--- src/rtl/bcd_pkg.sv ---
// Shared types and constants for the sequential binary-to-BCD converter.
package bcd_pkg;

  typedef enum logic [1:0] {
    IDLE  = 2'd0,
    SHIFT = 2'd1,
    DONE  = 2'd2
  } state_t;

  localparam int         BCD_DIGIT_W = 4;
  localparam logic [3:0] ADJ_THRESH  = 4'd5;
  localparam logic [3:0] ADJ_OFFSET  = 4'd3;

endpackage

--- src/rtl/bcd_digit_adj.sv ---
// Double-dabble digit correction: a digit of 5 or more gets 3 added before the shift.
module bcd_digit_adj
  import bcd_pkg::*;
(
  input  logic [BCD_DIGIT_W-1:0] din,
  output logic [BCD_DIGIT_W-1:0] dout
);

  // Inputs up to 9 map to at most 12, so the 4-bit sum never carries out.
  always_comb begin
    if (din >= ADJ_THRESH) begin
      dout = din + ADJ_OFFSET;
    end else begin
      dout = din;
    end
  end

endmodule

--- src/rtl/bin2bcd_seq.sv ---
// Iterative shift-and-add-3 binary-to-BCD converter, one input bit per clock,
// with held BCD digits and an overflow flag for the display stage.
module bin2bcd_seq
  import bcd_pkg::*;
#(
  parameter int BIN_W  = 8,
  parameter int DIGITS = 3
) (
  input  logic                          clock,
  input  logic                          reset,
  input  logic                          start,
  input  logic [BIN_W-1:0]              bin_in,
  output logic                          busy,
  output logic                          done,
  output logic [BCD_DIGIT_W*DIGITS-1:0] bcd_out,
  output logic                          overflow
);

  localparam int               WORK_W   = BCD_DIGIT_W * DIGITS;
  localparam int               CNT_W    = (BIN_W > 1) ? $clog2(BIN_W) : 1;
  localparam logic [CNT_W-1:0] LAST_CNT = CNT_W'(BIN_W - 1);

  state_t            state_r;
  logic [CNT_W-1:0]  count_r;
  logic [BIN_W-1:0]  shreg_r;
  logic [WORK_W-1:0] work_r;
  logic              ovf_acc_r;
  logic              busy_r;
  logic              done_r;
  logic [WORK_W-1:0] bcd_r;
  logic              ovf_r;

  logic [WORK_W-1:0] adj_s;
  logic [WORK_W-1:0] work_next_s;
  logic [BIN_W-1:0]  shreg_next_s;
  logic              ovf_next_s;

  for (genvar gi = 0; gi < DIGITS; gi++) begin : g_adj
    bcd_digit_adj u_adj (
      .din  (work_r[gi*BCD_DIGIT_W +: BCD_DIGIT_W]),
      .dout (adj_s[gi*BCD_DIGIT_W +: BCD_DIGIT_W])
    );
  end

  // One shift step: corrected digits and shift register move left as one word.
  always_comb begin
    work_next_s  = {adj_s[WORK_W-2:0], shreg_r[BIN_W-1]};
    shreg_next_s = {shreg_r[BIN_W-2:0], 1'b0};
    ovf_next_s   = ovf_acc_r | adj_s[WORK_W-1];
  end

  // Control FSM with datapath and registered outputs.
  always_ff @(posedge clock or negedge reset) begin
    if (!reset) begin
      state_r   <= IDLE;
      count_r   <= {CNT_W{1'b0}};
      shreg_r   <= {BIN_W{1'b0}};
      work_r    <= {WORK_W{1'b0}};
      ovf_acc_r <= 1'b0;
      busy_r    <= 1'b0;
      done_r    <= 1'b0;
      bcd_r     <= {WORK_W{1'b0}};
      ovf_r     <= 1'b0;
    end else begin
      case (state_r)
        IDLE: begin
          done_r <= 1'b0;
          if (start) begin
            shreg_r   <= bin_in;
            work_r    <= {WORK_W{1'b0}};
            ovf_acc_r <= 1'b0;
            count_r   <= {CNT_W{1'b0}};
            busy_r    <= 1'b1;
            state_r   <= SHIFT;
          end
        end
        SHIFT: begin
          work_r    <= work_next_s;
          shreg_r   <= shreg_next_s;
          ovf_acc_r <= ovf_next_s;
          count_r   <= count_r + {{(CNT_W-1){1'b0}}, 1'b1};
          // Outputs are only ever loaded from the completed post-shift word.
          if (count_r == LAST_CNT) begin
            bcd_r   <= work_next_s;
            ovf_r   <= ovf_next_s;
            done_r  <= 1'b1;
            busy_r  <= 1'b0;
            state_r <= DONE;
          end
        end
        DONE: begin
          done_r <= 1'b0;
          if (start) begin
            shreg_r   <= bin_in;
            work_r    <= {WORK_W{1'b0}};
            ovf_acc_r <= 1'b0;
            count_r   <= {CNT_W{1'b0}};
            busy_r    <= 1'b1;
            state_r   <= SHIFT;
          end else begin
            state_r <= IDLE;
          end
        end
        default: begin
          busy_r  <= 1'b0;
          done_r  <= 1'b0;
          state_r <= IDLE;
        end
      endcase
    end
  end

  assign busy     = busy_r;
  assign done     = done_r;
  assign bcd_out  = bcd_r;
  assign overflow = ovf_r;

endmodule

--- config.mk ---
export PLATFORM = sky130hd
export DESIGN_NAME = bin2bcd_seq
export DESIGN_NICKNAME = d
export VERILOG_FILES = /design/src/rtl/bcd_pkg.sv /design/src/rtl/bcd_digit_adj.sv /design/src/rtl/bin2bcd_seq.sv
export SDC_FILE = /design/constraint.sdc
export NUM_CORES = 1
export LEC_CHECK = 0
export ABC_AREA = 0
export CORE_MARGIN = 5
export CORE_UTILIZATION = 40
export DETAILED_ROUTE_END_ITERATION = 16
export SYNTH_ARGS = -nofsm -noshare
export SYNTH_HDL_FRONTEND = slang
export SYNTH_SLANG_ARGS = --single-unit
--- constraint.sdc ---
create_clock -name clock -period 3.7 [get_ports clock]
set_input_delay 0.37 -clock clock [delete_from_list [all_inputs] [get_ports clock]]
set_output_delay 0.37 -clock clock [all_outputs]
set_load 0.02 [all_outputs]
Fig. 1: run 1, cell classes on the final placement
Scale: 3 px per um.
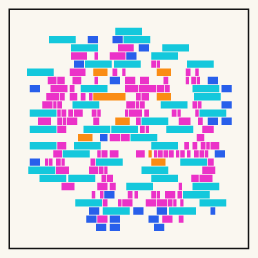
Key: blue = other buffers and delay cells [cells 26]; orange = clock drivers and dummy loads [cells 8]; cyan = flip-flops [cells 41]; magenta = all other logic [cells 128]
Core ar.: 4690 um^2
post-route cell area: 2320 um^2

Fig. 2: run 1, clock nets
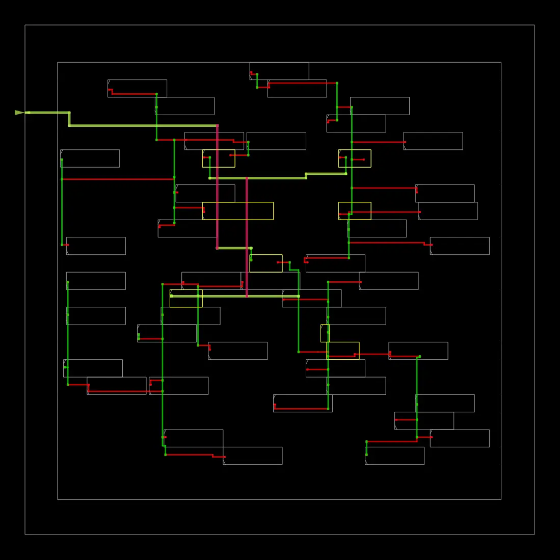
clkbuf count: 7
Seq cells: 41
clock group total power: 0.000372 W

Fig. 3: run 1, cell density map
Scale: 4 px per um. The die is cut into 8 by 8 equal tiles; black is low, pale yellow is high, 0 to 100% covered.
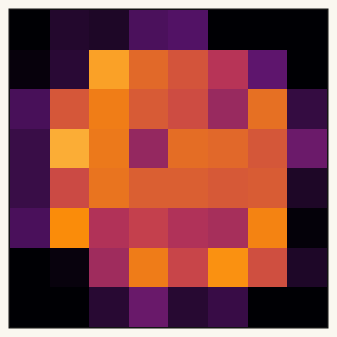
The densest ninth of the die: middle. The mean over all tiles is 36%. The fullest tile reaches 82%.
Init Core Util: 40.9%
Util after Layout: 49.4%

Fig. 4: run 1, pin placement
Scale: 4 px per um. Pins as bars across the die edge, other pins in grey.
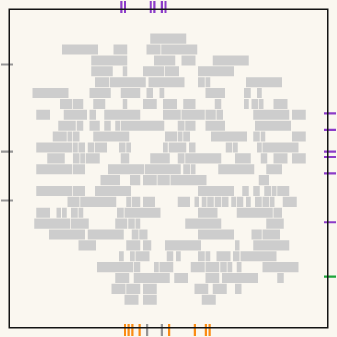
Key: purple = bcd_out [pins 12, direction output, edge 6 right, 6 top]; orange = bin_in [pins 8, direction input, edge bottom]; green = reset [pins 1, direction input, edge right]
Die Y: 79.2 um
Die X: 79.2 um
Port Buf Inserts: 25

==> results.sh, run 1 <==
# yosys + openroad results
export IMPL_status="finished clean"
export IMPL_path_buffers=1
export IMPL_path_clk_slew_ns=0.08
export IMPL_syn2layout_area_growth_pct=20.9
export IMPL_p_leak_nw=1.05
export IMPL_grt_max_degree=42
export IMPL_power_density_nw_per_um2=956
export IMPL_drive_above_1_share_pct=11.8
export IMPL_dp_cells=249
export IMPL_arrival_ns=2.30
export IMPL_synthCells=176
export IMPL_drt_iter0_markers=95
export IMPL_grt_pass1_vias=1386
export IMPL_n_tap_cell=54
export IMPL_yosys_cells=176
export IMPL_cts_setup_buffers=0
export IMPL_cts_sinks=41
export IMPL_dpl_instance_area_um2=2200
export IMPL_seq_power_share_pct=37.5
export IMPL_ff2ff_setup_slack_ns=1.57
export IMPL_p_int_w=0.00136
export IMPL_holdWs_ns=0.200
export IMPL_rsz0062_at_grt="false"
export IMPL_power_group_top="combinational cells"
export IMPL_sh_seq_area_pct=44.3
export IMPL_grt_usage_pct=13.4
export IMPL_worstSetupEndpointType="flop"
export IMPL_logic_area_um2=830
export IMPL_worstPathRequired_ns=3.88
export IMPL_tool_warnings=29
export IMPL_drt_wl_total_um=3840
export IMPL_mostFrequentLayoutCell="dfrtp_1"
export IMPL_n_all_buffers=26
export IMPL_ys_warn_count=0
export IMPL_met1_usage_pct=16.1
Fig. 5: run 1, routed metal, one colour a layer
Scale: 3 px per um.
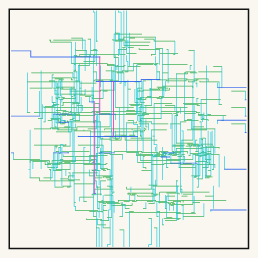

==> run 2, diff against run 1 <==
clock period = 1.71 ns   (was 3.7 ns; I/O delays follow)
Fig. 6: run 2, routed metal, one colour a layer
Scale: 3 px per um.
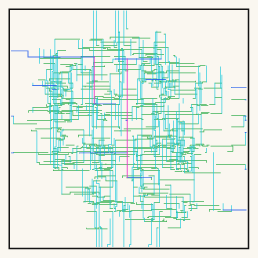
Key: cyan = met2 [wire length 1,910 um]; blue = met3 [wire length 107 um]; green = met1 [wire length 1,820 um]; magenta = met4 [wire length 55.1 um]

==> results.sh, run 2 <==
# yosys + openroad results
export IMPL_dp_cells=254
export IMPL_ys_warn_count=0
export IMPL_fp_util_pct=40.9
export IMPL_p_int_w=0.00286
export IMPL_final_area_um2=2350
export IMPL_grt_usage_pct=13.6
export IMPL_cts_setup_buffers=0
export IMPL_arrival_ns=1.82
export IMPL_holdWs_ns=0.470
export IMPL_rsz0062_at_grt="false"
export IMPL_synthCells=176
export IMPL_io_buffer_count=25
export IMPL_power_density_nw_per_um2=2010
export IMPL_final_util_pct=50.0
export IMPL_p_leak_nw=1.06
export IMPL_n_tap_cell=54
export IMPL_grt_max_degree=42
export IMPL_drt_iter0_markers=79
export IMPL_status="finished clean"
export IMPL_tool_warnings=29
export IMPL_met1_usage_pct=16.3
export IMPL_worstSetupEndpointType="flop"
export IMPL_power_group_top="combinational cells"
export IMPL_core_area_um2=4690
export IMPL_drt_wl_total_um=3890
==> run 3, diff against run 2 <==
HOLD_SLACK_MARGIN = 0.12   (was not set)
Fig. 7: run 3, cell classes on the final placement
Scale: 3 px per um.
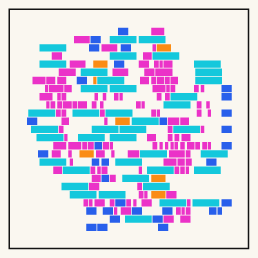
Key: orange = clock drivers and dummy loads [cells 7]; blue = other buffers and delay cells [cells 32]; magenta = all other logic [cells 128]; cyan = flip-flops [cells 41]

==> results.sh, run 3 <==
# yosys + openroad results
export IMPL_worstSetupEndpointType="flop"
export IMPL_io_buffer_count=25
export IMPL_hold_buffers=1
export IMPL_holdWs_ns=0.470
export IMPL_drt_iter0_markers=79
export IMPL_grt_max_degree=42
export IMPL_p_int_w=0.00286
export IMPL_tightest_slew_ns=0.521
export IMPL_tool_warnings=29
export IMPL_n_tap_cell=54
export IMPL_fp_util_pct=40.9
export IMPL_critPathLaunchType="flop"
export IMPL_path_class="reg2reg"
export IMPL_slowest_delay_ns=0.41
export IMPL_ys_sh_simple_pct=12.6
export IMPL_antenna_found_initial=0
export IMPL_grt_usage_pct=13.6
export IMPL_cp_depth=6
export IMPL_drt_wl_total_um=3890
export IMPL_worstPathRequired_ns=1.92
export IMPL_power_density_nw_per_um2=2010
export IMPL_final_area_um2=2350
export IMPL_hold_viol=0
export IMPL_core_area_um2=4690
export IMPL_dp_cells=254
export IMPL_clkbuf_count=7
export IMPL_synthCells=176
export IMPL_status="finished clean"
export IMPL_rsz0062_at_grt="false"
export IMPL_non_clock_inverter_count=7
export IMPL_comb_power_share_pct=49.0
export IMPL_power_group_top="combinational cells"
export IMPL_synth_edff_count=0
export IMPL_finalPower_w=0.00473
export IMPL_cts_resized=0
export IMPL_cts_setup_buffers=0
export IMPL_arrival_ns=1.82
export IMPL_p_leak_nw=1.06
export IMPL_final_util_pct=50.0
export IMPL_yosys_area_um2=1920
export IMPL_seq_cells=41
export IMPL_globalRouteMet3Util_pct=3.74
export IMPL_worst_r2r_endpoint="work_r[2]"
export IMPL_ys_warn_count=0
export IMPL_cts_sinks=41
export IMPL_met1_usage_pct=16.3
export IMPL_synth_nets=195
Power is estimated from default activity; no workload was simulated.
